### Clock distribution, run 1

Bar = 50 um.
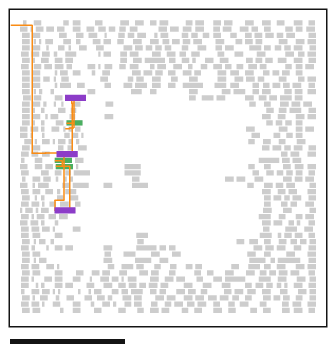
### Gate families picked out, run 1

Bar = 50 um.
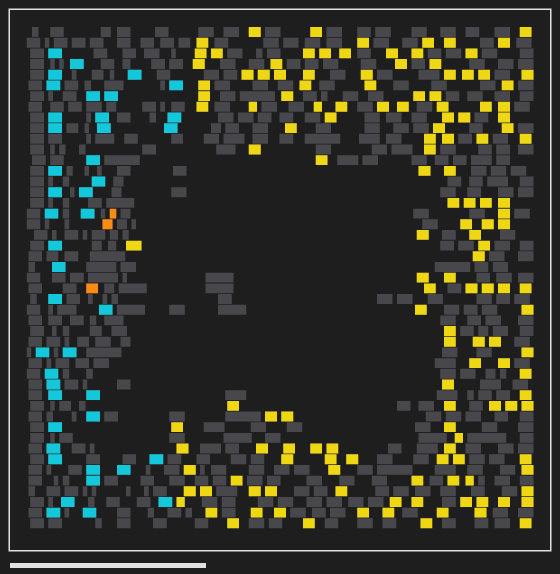
### Placed cells, one colour a class, run 1

Bar = 50 um.
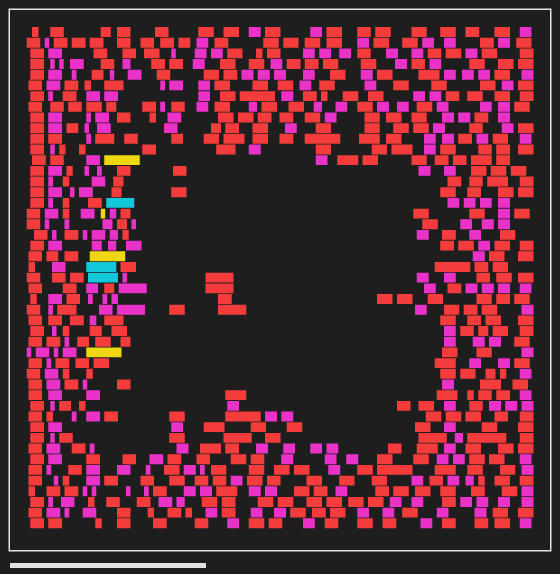
===== src/rtl/axi_rd_arb_2to1.sv =====
// rtl/axi_rd_arb_2to1.sv - 2:1 AXI read arbiter, one burst in flight at a time
// Define AXI_RD_ARB_RR_EN for round-robin arbitration; default build is fixed priority (s0 wins ties).
module axi_rd_arb_2to1 #(
  parameter int P_AXI_IDWIDTH = 5
) (
  input  logic                     clk,
  input  logic                     rst,
  input  logic [P_AXI_IDWIDTH-1:0] s0_arid,
  input  logic [31:0]              s0_araddr,
  input  logic [3:0]               s0_arlen,
  input  logic                     s0_arvalid,
  output logic                     s0_arready,
  output logic [P_AXI_IDWIDTH-1:0] s0_rid,
  output logic [63:0]              s0_rdata,
  output logic [1:0]               s0_rresp,
  output logic                     s0_rlast,
  output logic                     s0_rvalid,
  input  logic                     s0_rready,
  input  logic [P_AXI_IDWIDTH-1:0] s1_arid,
  input  logic [31:0]              s1_araddr,
  input  logic [3:0]               s1_arlen,
  input  logic                     s1_arvalid,
  output logic                     s1_arready,
  output logic [P_AXI_IDWIDTH-1:0] s1_rid,
  output logic [63:0]              s1_rdata,
  output logic [1:0]               s1_rresp,
  output logic                     s1_rlast,
  output logic                     s1_rvalid,
  input  logic                     s1_rready,
  output logic [P_AXI_IDWIDTH-1:0] m_arid,
  output logic [31:0]              m_araddr,
  output logic [3:0]               m_arlen,
  output logic                     m_arvalid,
  input  logic                     m_arready,
  input  logic [P_AXI_IDWIDTH-1:0] m_rid,
  input  logic [63:0]              m_rdata,
  input  logic [1:0]               m_rresp,
  input  logic                     m_rlast,
  input  logic                     m_rvalid,
  output logic                     m_rready
);

  typedef enum logic [1:0] {ST_IDLE, ST_ADDR, ST_DATA} state_t;

  state_t state_q, state_d;
  logic   gnt_q, gnt_d;
  logic   win;
  logic   addr_ph, data_ph;
`ifdef AXI_RD_ARB_RR_EN
  logic   ptr_q, ptr_d;
`endif

  // Reset gates the phases so every output is forced low while rst is high.
  assign addr_ph = (state_q == ST_ADDR) && !rst;
  assign data_ph = (state_q == ST_DATA) && !rst;

  always_comb begin
`ifdef AXI_RD_ARB_RR_EN
    if (s0_arvalid && s1_arvalid) win = ~ptr_q;
    else                          win = s1_arvalid;
`else
    win = ~s0_arvalid;
`endif
  end

  always_comb begin
    state_d = state_q;
    gnt_d   = gnt_q;
`ifdef AXI_RD_ARB_RR_EN
    ptr_d   = ptr_q;
`endif
    case (state_q)
      ST_IDLE: begin
        if (s0_arvalid || s1_arvalid) begin
          state_d = ST_ADDR;
          gnt_d   = win;
`ifdef AXI_RD_ARB_RR_EN
          ptr_d   = win;
`endif
        end
      end
      ST_ADDR: if (m_arvalid && m_arready) state_d = ST_DATA;
      ST_DATA: if (m_rvalid && m_rready && m_rlast) state_d = ST_IDLE;
      default: state_d = ST_IDLE;
    endcase
  end

  always_ff @(posedge clk) begin
    if (rst) begin
      state_q <= ST_IDLE;
      gnt_q   <= 1'b0;
`ifdef AXI_RD_ARB_RR_EN
      ptr_q   <= 1'b1;
`endif
    end else begin
      state_q <= state_d;
      gnt_q   <= gnt_d;
`ifdef AXI_RD_ARB_RR_EN
      ptr_q   <= ptr_d;
`endif
    end
  end

  always_comb begin
    m_arvalid  = 1'b0;
    m_arid     = '0;
    m_araddr   = '0;
    m_arlen    = '0;
    m_rready   = 1'b0;
    s0_arready = 1'b0;
    s1_arready = 1'b0;
    s0_rvalid  = 1'b0;
    s0_rid     = '0;
    s0_rdata   = '0;
    s0_rresp   = '0;
    s0_rlast   = 1'b0;
    s1_rvalid  = 1'b0;
    s1_rid     = '0;
    s1_rdata   = '0;
    s1_rresp   = '0;
    s1_rlast   = 1'b0;
    if (addr_ph) begin
      if (gnt_q) begin
        m_arvalid  = s1_arvalid;
        m_arid     = s1_arid;
        m_araddr   = s1_araddr;
        m_arlen    = s1_arlen;
        s1_arready = m_arready;
      end else begin
        m_arvalid  = s0_arvalid;
        m_arid     = s0_arid;
        m_araddr   = s0_araddr;
        m_arlen    = s0_arlen;
        s0_arready = m_arready;
      end
    end
    if (data_ph) begin
      if (gnt_q) begin
        m_rready  = s1_rready;
        s1_rvalid = m_rvalid;
        s1_rid    = m_rid;
        s1_rdata  = m_rdata;
        s1_rresp  = m_rresp;
        s1_rlast  = m_rlast;
      end else begin
        m_rready  = s0_rready;
        s0_rvalid = m_rvalid;
        s0_rid    = m_rid;
        s0_rdata  = m_rdata;
        s0_rresp  = m_rresp;
        s0_rlast  = m_rlast;
      end
    end
  end

endmodule


===== config.mk =====
export PLATFORM = sky130hd
export DESIGN_NAME = axi_rd_arb_2to1
export DESIGN_NICKNAME = d
export VERILOG_FILES = /design/src/rtl/axi_rd_arb_2to1.sv
export SDC_FILE = /design/constraint.sdc
export NUM_CORES = 1
export LEC_CHECK = 0
export ABC_AREA = 0
export CAP_MARGIN = 30
export CELL_PAD_IN_SITES_DETAIL_PLACEMENT = 1
export CELL_PAD_IN_SITES_GLOBAL_PLACEMENT = 1
export CORE_MARGIN = 4
export CORE_UTILIZATION = 11
export CTS_CLUSTER_DIAMETER = 120
export CTS_CLUSTER_SIZE = 30
export DETAILED_ROUTE_END_ITERATION = 7
export GPL_TIMING_DRIVEN = 0
export HOLD_SLACK_MARGIN = 0.1
export PLACE_DENSITY = 0.94
export SLEW_MARGIN = 0
export SYNTH_ARGS = -nofsm -noshare
export SYNTH_HDL_FRONTEND = slang
export SYNTH_SLANG_ARGS = --single-unit

===== constraint.sdc =====
create_clock -name clk -period 2 [get_ports clk]
set_input_delay 0.4 -clock clk [delete_from_list [all_inputs] [get_ports clk]]
set_output_delay 0.4 -clock clk [all_outputs]
set_load 0.005 [all_outputs]

==> metrics.cfg, run 1 <==
[final_timing]
setup_viol = 145
setup_slack_ns = -0.205
min_period_ns = 2.20
fin_skew_ns = 0.000165

[clock_tree]
cts.path.max_buffers = 2
cts_buffers = 3
clk_pin_slew_ns = 0.03
postCtsHoldBufs = 0

[worst_hold_path]
holdPathEnd = gnt_q

[power]
leakagePower_nw = 3.18
power_density_mw_per_mm2 = 171

[floorplanning]
fp.dieArea_sq_mm = 0.0189

[logic_synthesis]
synthTopLogicFamily = simple AND/OR/NAND/NOR gates
yosysCellCount = 275
simple_gate_share = 0.630
synthMuxAreaShare = 0.233
yosysChipArea_sq_mm = 0.00185
ys_seq_frac = 0.0325
synth.top_cell.area_share = 0.495
yosysTopAreaCell = and2_1
synth-seq-cells = 3
synth-async-reset-ratio = 0
xor_area_frac = 0

[drt]
drc = 0
drt_iter0_drc = 49

[status]
violations = negative setup slack
outcome = complete, but fails checks

[finish]
utilization = 0.418
buffers = 422
syn_to_final_growth_pct = 274

[critical_path]
critical-path-top-delay-family = simple AND/OR/NAND/NOR gates
cp_max_fo = 5
cp-end-kind = output pin
critPathSlowestCell = or3b_4
required_ns = 1.60
r2r_cells = 4
path_buffers = 5

[global_route]
grt_max_degree = 11
grtUsageMet2 = 0.311

About 'Clock distribution':
legend:
  flip-flops:
    colour: green
    count: 3
  clock-net drivers:
    colour: purple
    count: 3
  clock wires:
    colour: orange
    length: 189 um
routed clock nets: 4
clock power share: 0.279
Late-Pin Clk Latency: 0.23 ns

About 'Gate families picked out':
legend:
  and/or cells:
    colour: yellow
    cells: 147
    most_used: and2_4
  aoi and oai cells:
    colour: orange
    cells: 3
  mux cells:
    colour: cyan
    cells: 43
    most_used: mux2i_1
    where: a column on the left
combinational fraction of the cell area: 0.287
fin cells: 898
most frequent logic cell in the layout: buf_6

About 'Placed cells, one colour a class':
legend:
  registers:
    colour: cyan
    cells: 3
    share_of_their_area: 0.94%
  remaining logic cells:
    colour: magenta
    cells: 249
    share_of_their_area: 30%
  remaining buffers and delay cells:
    colour: red
    cells: 422
    share_of_their_area: 68%
  clock drivers and dummy loads:
    colour: yellow
    cells: 4
    share_of_their_area: 1.2%

run 1: timing repair:
action                     in CTS  in global routing
pin swaps                      90                 11
buffers inserted               34                  4
cloned                         12                  1
resized                       895                182
setup endpoints to repair     191                183
run 1: cell families (layout without fill, tap and decap cells):
| family | count (synthesis) | count (layout) |
|---|---|---|
| compound gates | 4 | 4 |
| buf+inv | 25 | 428 |
| flops | 3 | 3 |
| mux | 43 | 43 |
| simple gates | 200 | 200 |
run 1: state kept, by name (all words and copies together) (netlist names):
signal,flops
gnt_q,1
state_q,2
run 1: power by group:
part           switching (mW)  internal [mW]  total, mW
sequential            0.00308         0.0657     0.0688
combinational           0.272          0.512      0.783
clock                  0.0663          0.264      0.330
==> run 2: changes to the inputs <==
--- a/config.mk
+++ b/config.mk
@@ -11,6 +11,7 @@
 export CELL_PAD_IN_SITES_GLOBAL_PLACEMENT = 1
 export CORE_MARGIN = 4
 export CORE_UTILIZATION = 11
+export CTS_BUF_LIST = sky130_fd_sc_hd__clkbuf_4
 export CTS_CLUSTER_DIAMETER = 120
 export CTS_CLUSTER_SIZE = 30
 export DETAILED_ROUTE_END_ITERATION = 7
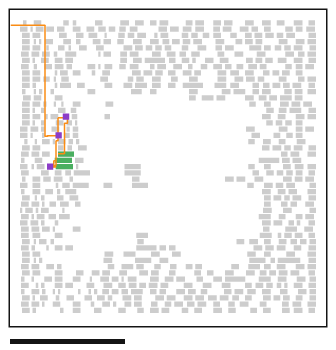
*Clock distribution, run 2*
Bar = 50 um.
legend:
  clock wires:
    colour: orange
    length: 122 um
  flip-flops:
    colour: green
    count: 3
  clock-net drivers:
    colour: purple
    count: 3
routed clock nets: 4
Late-Pin Clk Latency: 0.24 ns
clock power share: 0.124
Clock Skew: 0.00806 ns
clk pwr: 0.120 mW

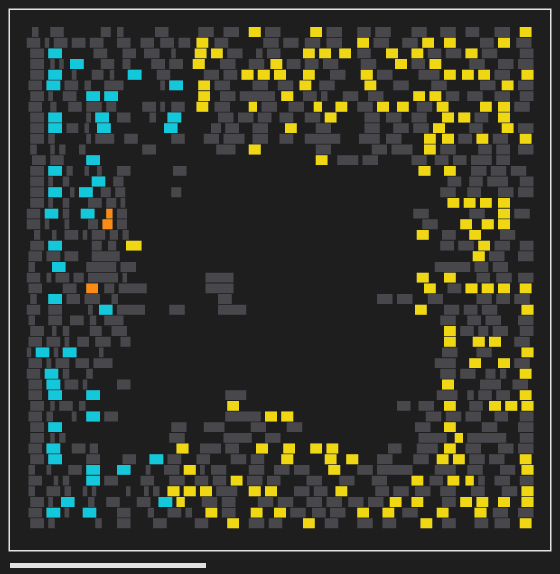
*Gate families picked out, run 2*
Bar = 50 um.
legend:
  aoi and oai cells:
    colour: orange
    cells: 3
  mux cells:
    colour: cyan
    cells: 43
    most_used: mux2i_1
    where: a column on the left
  and/or cells:
    colour: yellow
    cells: 147
    most_used: and2_4
combinational fraction of the cell area: 0.292

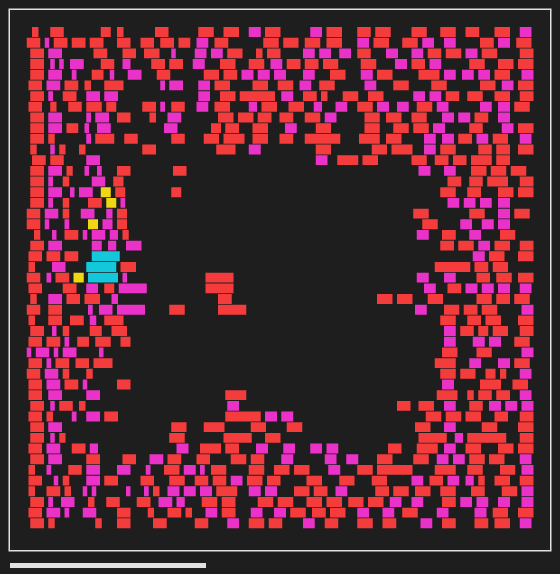
*Placed cells, one colour a class, run 2*
Bar = 50 um.
legend:
  remaining logic cells:
    colour: magenta
    cells: 249
    share_of_their_area: 31%
  registers:
    colour: cyan
    cells: 3
    share_of_their_area: 0.96%
  clock drivers and dummy loads:
    colour: yellow
    cells: 4
    share_of_their_area: 0.46%
  remaining buffers and delay cells:
    colour: red
    cells: 422
    share_of_their_area: 68%
final core utilization: 0.412
Seq/total area: 0.00919

==> metrics.cfg, run 2 <==
[power]
power_leader = combinational cells
p_sw_mw = 0.307
power_mw = 0.967
comb_power_mw = 0.778
leakagePower_nw = 3.15
seq_cell_power_mw = 0.0684
ir_drop_mv = 0.187
power.internal_mw = 0.660
power_density_mw_per_mm2 = 142
combPwrFrac = 0.805
p_sw_frac = 0.317
pwr-share-seq = 0.071

[global_route]
grtUsageMet2 = 0.311
met3_usage = 0.0442
grt_pass1_vias = 3940
grt_max_degree = 11
groute.usage.overall = 0.154

[critical_path]
required_ns = 1.60
cp_num_cells = 8
critPathSlowestCell = or3b_4
path_buffers = 5
cp-endpoint = s0_rdata[44]
r2r_cells = 4
critical-path-top-delay-family = simple AND/OR/NAND/NOR gates
critPathMostFrequentCell = buf_6
r2r-start = gnt_q
arrival_ns = 1.80
cp-end-kind = output pin
cp_cell_sequence = or3b_4, nor2_8, buf_12, buf_8, buf_6, buf_6, and2_4, buf_6
cp_max_fo = 5

[final_timing]
setup_slack_ns = -0.205
rsz0062_at_grt = yes
max_slew_margin = 0.759
setup_viol = 145
min_period_ns = 2.20

[logic_synthesis]
ys_seq_frac = 0.0325
ys_warn_count = 0
synth.most_common_cell = and2_1
yosysChipArea_sq_mm = 0.00185
synth-async-reset-ratio = 0
synthFlopType = dfxtp_1
yosysCellCount = 275
synth-seq-cells = 3
synth.top_cell.area_share = 0.495
yosysTopAreaCell = and2_1

[drt]
routedWlPerCell_um = 19.2
met1Wirelength_um = 5720
drc = 0
drt-total-wl_um = 17200
vias_per_cell = 4.02
drt_iter0_drc = 49

[placement]
gp_congestion = 0.761
placedInstanceArea_sq_mm = 0.00564
dp_slack_ns = -0.983

[clock_tree]
postCtsHoldBufs = 0
clock_sinks = 3
cts.path.max_buffers = 2
clk_pin_slew_ns = 0.04
root_buffer = clkbuf_4
cts_tree = done
ctsResizeCount = 894
cts_buffers = 3
postCtsSetupRepairBufs = 34

[floorplanning]
core_area_sq_mm = 0.0165
fp.dieArea_sq_mm = 0.0189

[worst_hold_path]
min_path_cells = 2
holdPathEnd = gnt_q

[status]
outcome = complete, but fails checks
violations = negative setup slack

[finish]
largest_reg_flops = 2
reg_top3 = state_q: 2 flops, gnt_q: 1 flops
syn_to_final_growth_pct = 269
fin_cells = 898
top_register = state_q
layout_top_cell = buf_6
drive_above_1_share = 0.596

[job]
max_cap_viol_count = 0

## run 2: cells by family (layout without fill, tap and decap cells)
| family | count (synthesis) | in the layout | share of synthesized area |
|---|---|---|---|
| AND/OR/NAND/NOR | 200 | 200 | 0.630 |
| buffers and inverters | 25 | 428 | 0.0875 |
| flip-flops | 3 | 3 | 0.0325 |
| multiplexers | 43 | 43 | 0.233 |
| AND-OR/OR-AND | 4 | 4 | 0.0169 |
## run 2: area by class of cell
cell class | count | area [sq um] | share of cell area
multi-input combinational | 247 | 1990 | 0.292
clock buffer | 4 | 30.0 | 0.00441
timing repair buffer | 400 | 4110 | 0.603
tap | 220 | 275 | 0.0404
inverter | 2 | 7.51 | 0.00110
buffer | 22 | 338 | 0.0496
sequential | 3 | 62.6 | 0.00919
==> run 3: changes to the inputs <==
--- a/config.mk
+++ b/config.mk
@@ -7,17 +7,15 @@
 export LEC_CHECK = 0
 export ABC_AREA = 0
 export CAP_MARGIN = 30
-export CELL_PAD_IN_SITES_DETAIL_PLACEMENT = 1
-export CELL_PAD_IN_SITES_GLOBAL_PLACEMENT = 1
-export CORE_MARGIN = 4
-export CORE_UTILIZATION = 11
+export CORE_AREA = 4 4 135 137
 export CTS_BUF_LIST = sky130_fd_sc_hd__clkbuf_4
 export CTS_CLUSTER_DIAMETER = 120
 export CTS_CLUSTER_SIZE = 30
 export DETAILED_ROUTE_END_ITERATION = 7
+export DIE_AREA = 0 0 139 141
 export GPL_TIMING_DRIVEN = 0
 export HOLD_SLACK_MARGIN = 0.1
-export PLACE_DENSITY = 0.94
+export PLACE_DENSITY = 0.61
 export SLEW_MARGIN = 0
 export SYNTH_ARGS = -nofsm -noshare
 export SYNTH_HDL_FRONTEND = slang
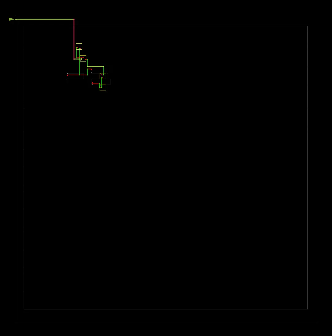
*Clock nets, run 3*
clock tree sinks: 3
clk pwr: 0.124 mW
Clock Skew: 0.00498 ns
number of CTS-inserted buffers: 3

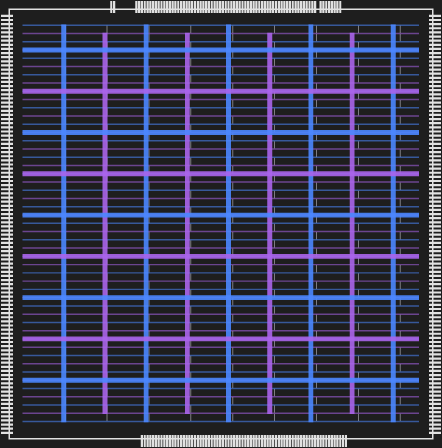
*Power grid, run 3*
Pins as bars on the die edge. Tap cells in grey.
legend:
  VSS:
    colour: blue
  VDD:
    colour: purple
met5 straps: 9
met1 rails: 49
signal pins: 353
tap cells: 225

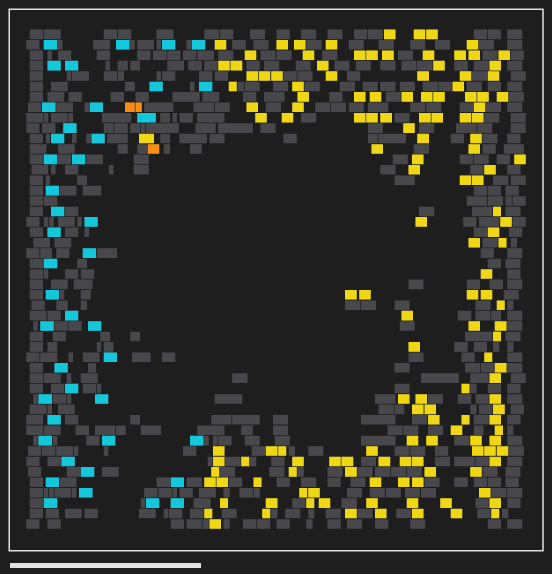
*Gate families picked out, run 3*
Bar = 50 um.
legend:
  and/or cells:
    colour: yellow
    cells: 147
    most_used: and2_4
  mux cells:
    colour: cyan
    cells: 43
    most_used: mux2i_1
    where: a column on the left
  aoi and oai cells:
    colour: orange
    cells: 3

==> metrics.cfg, run 3 <==
[status]
outcome = complete, but fails checks
violations = negative setup slack

[power]
power_leader = combinational cells
p_clk_frac = 0.123
power.internal_mw = 0.693
comb_power_mw = 0.811
combPwrFrac = 0.808
p_sw_frac = 0.309
power_density_mw_per_mm2 = 145
p_sw_mw = 0.310
power_mw = 1.00

[clock_tree]
clk_pin_slew_ns = 0.04
cts.path.max_buffers = 2
cts_tree = done
root_buffer = clkbuf_4
postCtsHoldBufs = 0

[finish]
clk_share = 0.00434
top_register = state_q
utilization = 0.406
comb_share = 0.283
inv_count = 2
nonClkBufAreaFrac = 0.661
layout_top_cell = clkdlybuf4s50_1
fin_cells = 903
drive_above_1_share = 0.527
syn_to_final_growth_pct = 275
clock_buffers = 4
largest_reg_flops = 2
multi_input_comb_cells = 247
buffers = 422
flops = 3
logic_area_sq_mm = 0.00196

[final_timing]
min_period_ns = 2.23
setup_slack_ns = -0.229
max_slew_margin = 0.837
setup_viol = 144
rsz0062_at_grt = yes

[global_route]
grtUsageMet2 = 0.270
grt_max_degree = 11
met3_usage = 0.0438
grt_pass1_vias = 3664

[critical_path]
arrival_ns = 1.83
cp-end-kind = output pin
path_buffers = 4
cp_cell_sequence = or3b_4, nor2_8, buf_12, buf_12, clkbuf_16, and2_4, buf_6
critPathMostFrequentCell = buf_12
required_ns = 1.60
critical-path-top-delay-family = simple AND/OR/NAND/NOR gates
critPathSlowestCell = or3b_4

[logic_synthesis]
synth-seq-cells = 3
synth-async-reset-ratio = 0
yosys.area_share.aoi = 0.0169
yosysChipArea_sq_mm = 0.00185
ys_seq_frac = 0.0325
synth.top_cell.area_share = 0.495
synth.most_common_cell = and2_1
ys_warn_count = 0
yosysTopAreaCell = and2_1
synthAdderAreaFrac = 0
synthFlopType = dfxtp_1
synthTopLogicFamily = simple AND/OR/NAND/NOR gates
xor_area_frac = 0
simple_gate_share = 0.630

[placement]
gp_congestion = 0.769
placedInstanceArea_sq_mm = 0.00565
dp_slack_ns = -0.957

[floorplanning]
fp.dieArea_sq_mm = 0.0196
num_tap_cells = 225
core_area_sq_mm = 0.0171

[drt]
drt_iter0_drc = 68
drt-total-wl_um = 15500
drc = 0
routedWlPerCell_um = 17.2

[job]
max_cap_viol_count = 0

[run 3: cell count changes in the layout (fill, tap and decap cells not counted), moves of 14 or more]
cell | before | now
and2_1 | 5 | 20
and2_4 | 141 | 126
buf_2 | 7 | 21
buf_6 | 166 | 148
clkbuf_2 | 32 | 0
dlymetal6s2s_1 | 0 | 40
[run 3: path summary, 6_finish.rpt]
| check | from | to | slack (ns) | cells past startpoint |
|---|---|---|---|---|
| worst max-delay path | state_q[1] | s0_rdata[22] | -0.23 | 7 |
| worst min-delay path | rst | gnt_q | 0.40 | 2 |
| worst max register to register | gnt_q | state_q[1] | 0.76 | 5 |
| worst min register to register | state_q[1] | state_q[0] | 0.54 | 2 |
[run 3: what timing repair did]
item                       CTS  global route
setup endpoints to repair  191           188
resized                    791           202
cloned                      13             1
setup buffers               26            16
pin swaps                   77             7
Power and IR drop assume default switching activity.
